### src/rtl/instr_fetch_if.sv
// ============================================================================
// Module      : instr_fetch_if
// Description : Instruction-memory request/acknowledge handshake bundle.
// Revision    : 1.0 - initial release
// ============================================================================
`default_nettype none

interface instr_fetch_if;
    logic        imem_req;
    logic [31:0] imem_addr;
    logic        imem_ack;
    logic [31:0] imem_rdata;

    modport master (
        output imem_req,
        output imem_addr,
        input  imem_ack,
        input  imem_rdata
    );

    modport slave (
        input  imem_req,
        input  imem_addr,
        output imem_ack,
        output imem_rdata
    );
endinterface

`default_nettype wire

### src/rtl/instr_fetch.sv
// ============================================================================
// Module      : instr_fetch
// Description : Fetch stage: PC register, imem handshake FSM, instruction latch.
// Revision    : 1.0 - initial release
// ============================================================================
`default_nettype none

module instr_fetch #(
    parameter logic [31:0] RESET_PC  = 32'h0000_0000,
    parameter logic [31:0] NOP_INSTR = 32'h0000_0013
) (
    input  wire logic        clk,
    input  wire logic        rst,
    input  wire logic        PCSel,
    input  wire logic [31:0] alu_target,
    input  wire logic        stall,
    instr_fetch_if.master    imem,
    output      logic [31:0] I,
    output      logic [31:0] pc_out,
    output      logic        instr_valid,
    output      logic        fetch_err,
    output      logic [31:0] instret
);

    typedef enum logic [1:0] {
        S_IDLE = 2'd0,
        S_REQ  = 2'd1,
        S_HOLD = 2'd2
    } state_t;

    state_t      r_state;
    logic [31:0] r_pc;
    logic [31:0] r_instr;
    logic        r_valid;
    logic        r_req;
    logic        r_err;
    logic [31:0] r_instret;
    logic [31:0] w_next_pc;
    logic        w_misaligned;

    // Branch targets are forced word-aligned; a misaligned one is flagged, not trapped.
    assign w_next_pc    = PCSel ? {alu_target[31:2], 2'b00} : r_pc + 32'd4;
    assign w_misaligned = PCSel && (alu_target[1:0] != 2'b00);

    always_ff @(posedge clk or posedge rst) begin
        if (rst) begin
            r_state   <= S_IDLE;
            r_pc      <= RESET_PC;
            r_instr   <= NOP_INSTR;
            r_valid   <= 1'b0;
            r_req     <= 1'b0;
            r_err     <= 1'b0;
            r_instret <= 32'd0;
        end else begin
            case (r_state)
                S_IDLE: begin
                    r_req   <= 1'b1;
                    r_state <= S_REQ;
                end
                S_REQ: begin
                    if (imem.imem_ack) begin
                        r_instr <= imem.imem_rdata;
                        r_valid <= 1'b1;
                        r_req   <= 1'b0;
                        r_state <= S_HOLD;
                    end
                end
                S_HOLD: begin
                    // Advance takes priority over any stray ack arriving here.
                    if (!stall) begin
                        r_pc      <= w_next_pc;
                        r_instret <= r_instret + 32'd1;
                        r_valid   <= 1'b0;
                        r_instr   <= NOP_INSTR;
                        r_req     <= 1'b1;
                        r_state   <= S_REQ;
                        if (w_misaligned) begin
                            r_err <= 1'b1;
                        end
                    end
                end
                default: begin
                    r_state <= S_IDLE;
                    r_req   <= 1'b0;
                    r_valid <= 1'b0;
                end
            endcase
        end
    end

    assign imem.imem_req  = r_req;
    assign imem.imem_addr = r_pc;
    assign I              = r_instr;
    assign pc_out         = r_pc;
    assign instr_valid    = r_valid;
    assign fetch_err      = r_err;
    assign instret        = r_instret;

endmodule

`default_nettype wire

### src/flat_wrapper.sv
// flat-port wrapper written by rule: the top's interface ports become plain ports
module instr_fetch_flat 
#(
    parameter logic [31:0] RESET_PC  = 32'h0000_0000,
    parameter logic [31:0] NOP_INSTR = 32'h0000_0013
)
  (clk, rst, PCSel, alu_target, stall, I, pc_out, instr_valid, fetch_err, instret, imem_imem_req, imem_imem_addr, imem_imem_ack, imem_imem_rdata);
  instr_fetch_if imem_i ();
  input  wire logic clk;
  input  wire logic rst;
  input  wire logic PCSel;
  input  wire logic [31:0] alu_target;
  input  wire logic stall;
  output      logic [31:0] I;
  output      logic [31:0] pc_out;
  output      logic instr_valid;
  output      logic fetch_err;
  output      logic [31:0] instret;
  output wire logic [$bits(imem_i.imem_req)-1:0] imem_imem_req;
  output wire logic [$bits(imem_i.imem_addr)-1:0] imem_imem_addr;
  input wire logic [$bits(imem_i.imem_ack)-1:0] imem_imem_ack;
  input wire logic [$bits(imem_i.imem_rdata)-1:0] imem_imem_rdata;
  assign imem_imem_req = imem_i.imem_req;
  assign imem_imem_addr = imem_i.imem_addr;
  assign imem_i.imem_ack = imem_imem_ack;
  assign imem_i.imem_rdata = imem_imem_rdata;
  instr_fetch #(.RESET_PC(RESET_PC), .NOP_INSTR(NOP_INSTR)) u_core (.clk(clk), .rst(rst), .PCSel(PCSel), .alu_target(alu_target), .stall(stall), .imem(imem_i), .I(I), .pc_out(pc_out), .instr_valid(instr_valid), .fetch_err(fetch_err), .instret(instret));
endmodule
### config.mk
export PLATFORM = sky130hd
export DESIGN_NAME = instr_fetch_flat
export DESIGN_NICKNAME = d
export VERILOG_FILES = /design/src/rtl/instr_fetch_if.sv /design/src/rtl/instr_fetch.sv /design/src/flat_wrapper.sv
export SDC_FILE = /design/constraint.sdc
export NUM_CORES = 1
export LEC_CHECK = 0
export CORE_ASPECT_RATIO = 0.9
export CORE_MARGIN = 3
export CORE_UTILIZATION = 47
export DETAILED_ROUTE_END_ITERATION = 6
export HOLD_SLACK_MARGIN = 0.03
export PLACE_DENSITY = 0.95
export SLEW_MARGIN = 20
export SYNTH_ARGS = -nofsm -noshare
export SYNTH_HDL_FRONTEND = slang
export SYNTH_SLANG_ARGS = --single-unit
### constraint.sdc
create_clock -name clk -period 6.8 [get_ports clk]
set_input_delay 1.36 -clock clk [delete_from_list [all_inputs] [get_ports clk]]
set_output_delay 1.36 -clock clk [all_outputs]
set_load 0.005 [all_outputs]
**Run 1: metal 3**

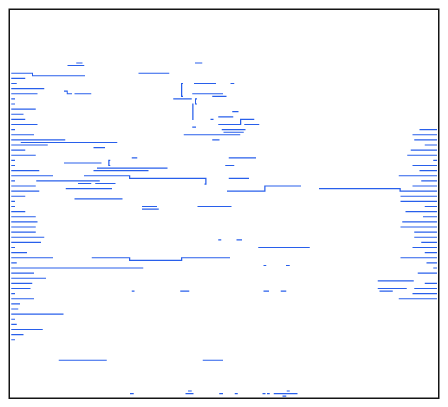
- main direction: horizontal
- longest straight run: 34.7 um
- nets with wire on the layer: 131
- share of all routed wire: 6.6%
- wire length on this layer: 928 um

**Run 1: metal 2**

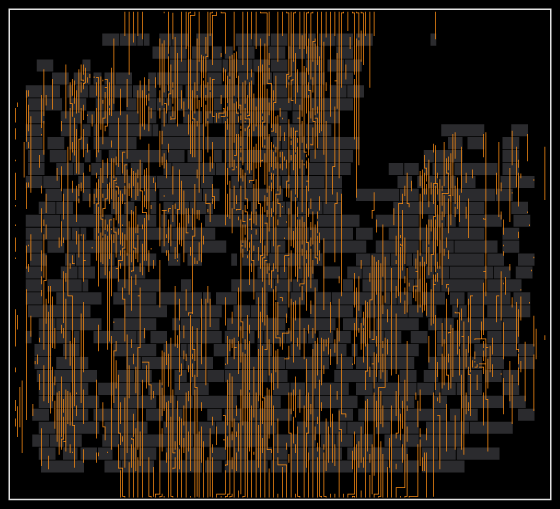
- share of all routed wire: 52%
- longest straight run: 38.9 um
- wire length on this layer: 7270 um
- nets with wire on the layer: 637
- main direction: vertical

**Run 1: congestion heat map**

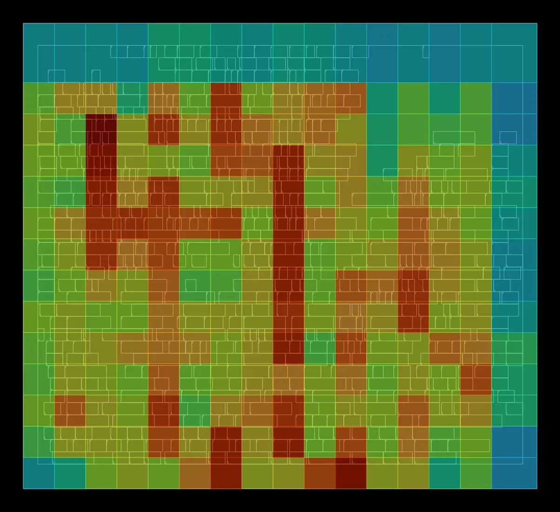
average routed wire per standard cell: 18.4 um
Tot GR Track Use: 23.8%
M3 GR Usage: 4.75%
layer with the highest usage: met2
met2 track utilization from global routing: 42.0%

==> summary.rpt, run 1 <==
IMPLEMENTATION SUMMARY REPORT
----------------------------------------------------
[Timing]
  Normalized max-slew margin ........................ 41.7%
  Worst setup slack after layout ........................ 3240 ps
  F_max ........................ 281 MHz
  Worst setup skew after layout ........................ ~9.4 ps
  Final hold viol count ........................ 0
  RSZ-0062 raised after global routing ........................ false
  Number of slew-limit violations in the final report ........................ 0

[Worst setup path]
  Worst endpoint data arrival time ........................ around 3800 ps
  Family with the most delay on the worst path ........................ buffers and inverters
  Cells along the critical path ........................ buf_2 -> clkinv_1 -> nor2_1 -> nor3_1 -> a221oi_1
  Kind of start point of the critical path ........................ primary input
  Largest stage delay on the critical path ........................ ~850 ps
  Launching instance or port of the critical path ........................ PCSel
  Capture instance of the worst register-to-register path ........................ u_core.instret[22]$_DFFE_PP0P_
  R2r setup slk ........................ 4380 ps
  Length in cells of the worst reg-to-reg path ........................ 5

[Die]
  Taps Inserted ........................ around 130
  Core area ........................ slightly below 0.01 mm^2
  Die Height ........................ just over 100 um

[Route]
  Total wire length ........................ 14.1 mm
  Via-per-instance ratio ........................ around 5.8
  Vias after detailed routing ........................ 4414
  Number of nets still failing antenna checks after routing ........................ 0
  Wire length on met1 ........................ between 5 and 6 mm
  1st-iter DRT viols ........................ ~430
  Pre-antenna DRT Iters ........................ 5
  Met3 WL ........................ roughly 930 um
  Uppermost routed layer ........................ met4

[Finish]
  Final-layout clock buffer total ........................ 9
  Dominant logic cell type in the layout ........................ sky130_fd_sc_hd__clkdlybuf4s50_1
  Finished layout cell area ........................ about 0.0070 mm^2
  Plain + repair buffers ........................ slightly below 200
  Footprint of the flip-flops and latches ........................ between 0.002 and 0.0025 mm^2
  Logic area ........................ 0.00205 mm^2
  Final net count ........................ slightly above 700
  Number of non-clock inverters in the layout ........................ 13
  Proportion of cell area occupied by multi-input gates ........................ between 20% and 30%
  Antenna Cells ........................ 0
  Number of logic gates ........................ 315
  Ratio of cells with drive above 1 in the final layout ........................ under 10%
  Fraction of standard cell area that is sequential ........................ 35.2%
  Area growth syn-to-layout ........................ 42.5%
  Most common logic cells in the final layout ........................ 194 x sky130_fd_sc_hd__clkdlybuf4s50_1, 95 x sky130_fd_sc_hd__dfrtp_1, 37 x sky130_fd_sc_hd__nand2_1

[Pwr]
  Proportion of power drawn by combinational gates ........................ 39.6%
  Part of the power in registers ........................ 40.0%
  Power consumed by combinational cells ........................ 0.000973 W
  Largest power group ........................ registers
  Peak VDD IR ........................ 0.242 mV
  Leakage ........................ between 2 and 3 nW
  Net load switching power ........................ 0.000815 W
  Switching part of the total power ........................ 33.2%
  Seq group ........................ approximately 0.001 W
  Proportion of power drawn by the clock network ........................ 20.4%
  Power in the clock group ........................ between 0.0005 and 0.0006 W
  Power density over the cells ........................ between 300 and 400 mW/mm^2

[Global routing]
  Antenna violations before repair ........................ 0
  Overall overflow remaining after global route ........................ 0
  Via count of the first global-routing pass ........................ 4380
  Maximum number of pins on one net before global-route repair ........................ about 52

[Worst hold path]
  Hold-critical path endpoint ........................ u_core.instret[31]$_DFFE_PP0P_
  Worst hold path depth ........................ 1

[Placed design]
  Total cell area at the placement stage ........................ 0.00667 mm^2
  Placed Cells ........................ 749
  Final Wtd Congestion ........................ roughly 0.81

[Synthesis]
  Multiplexer share of the synthesized area ........................ 0.205%
  Summed instance area of the synthesized netlist ........................ about 0.0049 mm^2
  Area fraction of the dominant cell type after synthesis ........................ 48.6%
  Number of cell instances after yosys synthesis ........................ 484
  Post-synthesis area per instance ........................ around 10 um^2
  Commonest cells in the netlist ........................ 95 x sky130_fd_sc_hd__dfrtp_1, 37 x sky130_fd_sc_hd__nand2_1, 34 x sky130_fd_sc_hd__buf_4, 30 x sky130_fd_sc_hd__o21ai_0, 29 x sky130_fd_sc_hd__a22o_1
  Flops out of synthesis ........................ 98
  Post-synthesis cell count ........................ 484
  Yosys top cell by instances ........................ sky130_fd_sc_hd__dfrtp_1
  Largest area contributor in the synthesized netlist ........................ sky130_fd_sc_hd__dfrtp_1
  Comb area leader ........................ simple AND/OR/NAND/NOR gates
  Aoi share ........................ 16.9%
  XOR-XNOR Cells, Area Fraction ........................ 5.70%
  Synth Flop Type ........................ sky130_fd_sc_hd__dfrtp_1

[Clocking]
  Cts bufs inserted ........................ 9
  Cells resized by post-CTS repair ........................ 0

[Run status]
  Result of the run ........................ finished clean

----------------------------------------------------
## Run 2: what changed since run 1
--- a/config.mk
+++ b/config.mk
@@ -7,10 +7,10 @@
 export LEC_CHECK = 0
 export CORE_ASPECT_RATIO = 0.9
 export CORE_MARGIN = 3
-export CORE_UTILIZATION = 47
+export CORE_UTILIZATION = 44
 export DETAILED_ROUTE_END_ITERATION = 6
 export HOLD_SLACK_MARGIN = 0.03
-export PLACE_DENSITY = 0.95
+export PLACE_DENSITY = 0.92
 export SLEW_MARGIN = 20
 export SYNTH_ARGS = -nofsm -noshare
 export SYNTH_HDL_FRONTEND = slang
==> constraint.sdc (replaced) <==
create_clock -name clk -period 3.61 [get_ports clk]
set_input_delay 0.722 -clock clk [delete_from_list [all_inputs] [get_ports clk]]
set_output_delay 0.722 -clock clk [all_outputs]
set_load 0.005 [all_outputs]
**Run 2: congestion heat map**

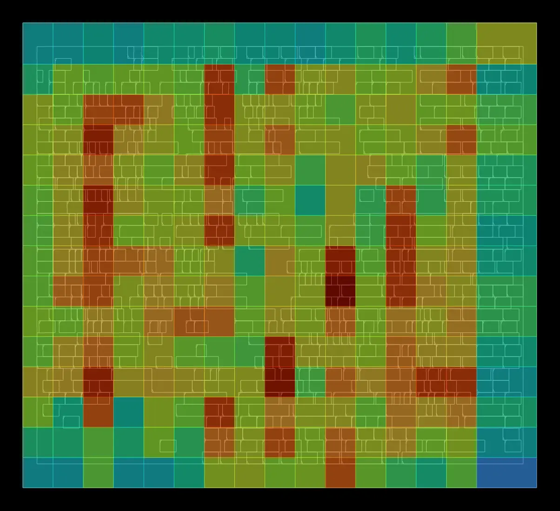
utilization after layout: 66.8%
average routed wire per standard cell: 17.4 um
met2 track utilization from global routing: 36.8%
global-route met1 utilization: 29.4%
Tot GR Track Use: 22.3%

**Run 2: metal 2**

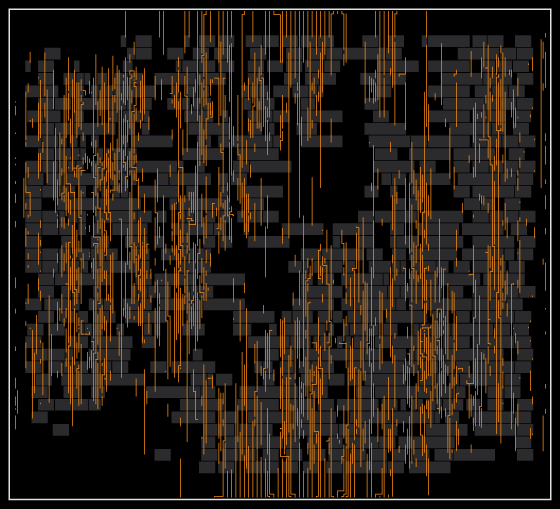
vias after detailed routing: 4419
total wire length: 13.8 mm

==> summary.rpt, run 2 <==
IMPLEMENTATION SUMMARY REPORT
----------------------------------------------------
[Synthesis]
  Multiplexer share of the synthesized area ........................ 0.205%
  XOR-XNOR Cells, Area Fraction ........................ 5.70%
  Area fraction of the dominant cell type after synthesis ........................ 48.6%
  Post-synthesis area per instance ........................ 10.1 um^2
  Synth Flop Type ........................ sky130_fd_sc_hd__dfrtp_1
  Summed instance area of the synthesized netlist ........................ between 0.004 and 0.005 mm^2
  Yosys top cell by instances ........................ sky130_fd_sc_hd__dfrtp_1
  Largest area contributor in the synthesized netlist ........................ sky130_fd_sc_hd__dfrtp_1
  Flops out of synthesis ........................ approximately 98
  Aoi share ........................ 16.9%

[Finish]
  Plain + repair buffers ........................ 204
  Proportion of cell area occupied by multi-input gates ........................ 29.0%
  Number of non-clock inverters in the layout ........................ 13
  Area growth syn-to-layout ........................ 44.1%
  Fraction of standard cell area that is sequential ........................ 34.8%
  Ratio of cells with drive above 1 in the final layout ........................ 6.35%
  Dominant logic cell type in the layout ........................ sky130_fd_sc_hd__clkdlybuf4s50_1
  Logic area ........................ 0.00204 mm^2

[Worst setup path]
  Kind of start point of the critical path ........................ primary input
  Family with the most delay on the worst path ........................ simple AND/OR/NAND/NOR gates
  Worst endpoint data arrival time ........................ 2810 ps
  Cells along the critical path ........................ clkdlybuf4s50_1 -> or3b_4 -> or4_4 -> nor2_4 -> and4_4 -> xor2_2
  R2r setup slk ........................ between 1000 and 1500 ps
  Capture instance of the worst register-to-register path ........................ u_core.imem.imem_addr[24]$_DFFE_PP0P_
  Launching instance or port of the critical path ........................ stall

[Pwr]
  Power consumed by combinational cells ........................ 0.00183 W
  Leakage ........................ 2.94 nW
  Proportion of power drawn by combinational gates ........................ 39.8%
  Part of the power in registers ........................ 40.0%
  Power density over the cells ........................ 654 mW/mm^2
  Seq group ........................ 0.00185 W
  Peak VDD IR ........................ around 0.44 mV
  Proportion of power drawn by the clock network ........................ 20.2%

[Timing]
  Worst setup skew after layout ........................ 10.3 ps
  F_max ........................ 393 MHz
  Normalized max-slew margin ........................ 59.4%
  Final hold viol count ........................ 0
  Number of slew-limit violations in the final report ........................ 0
  Worst setup slack after layout ........................ 1070 ps
  RSZ-0062 raised after global routing ........................ false

[Route]
  Number of nets still failing antenna checks after routing ........................ 0
  Wire length on met1 ........................ 5.79 mm
  Pre-antenna DRT Iters ........................ 4
  Met3 WL ........................ ~1.1 mm

[Placed design]
  Placed Cells ........................ 778
  Final Wtd Congestion ........................ approximately 0.85

[Run status]
  Result of the run ........................ finished clean

[Global routing]
  Maximum number of pins on one net before global-route repair ........................ 51
  Via count of the first global-routing pass ........................ roughly 4.4k
  Antenna violations before repair ........................ 0
  Overall overflow remaining after global route ........................ 0

[Clocking]
  Cts bufs inserted ........................ 9

[Die]
  Die Height ........................ 106 um
  Taps Inserted ........................ 148

[Worst hold path]
  Worst hold path depth ........................ 1

----------------------------------------------------
No activity file was given, so power comes from the tool's default toggle rates.
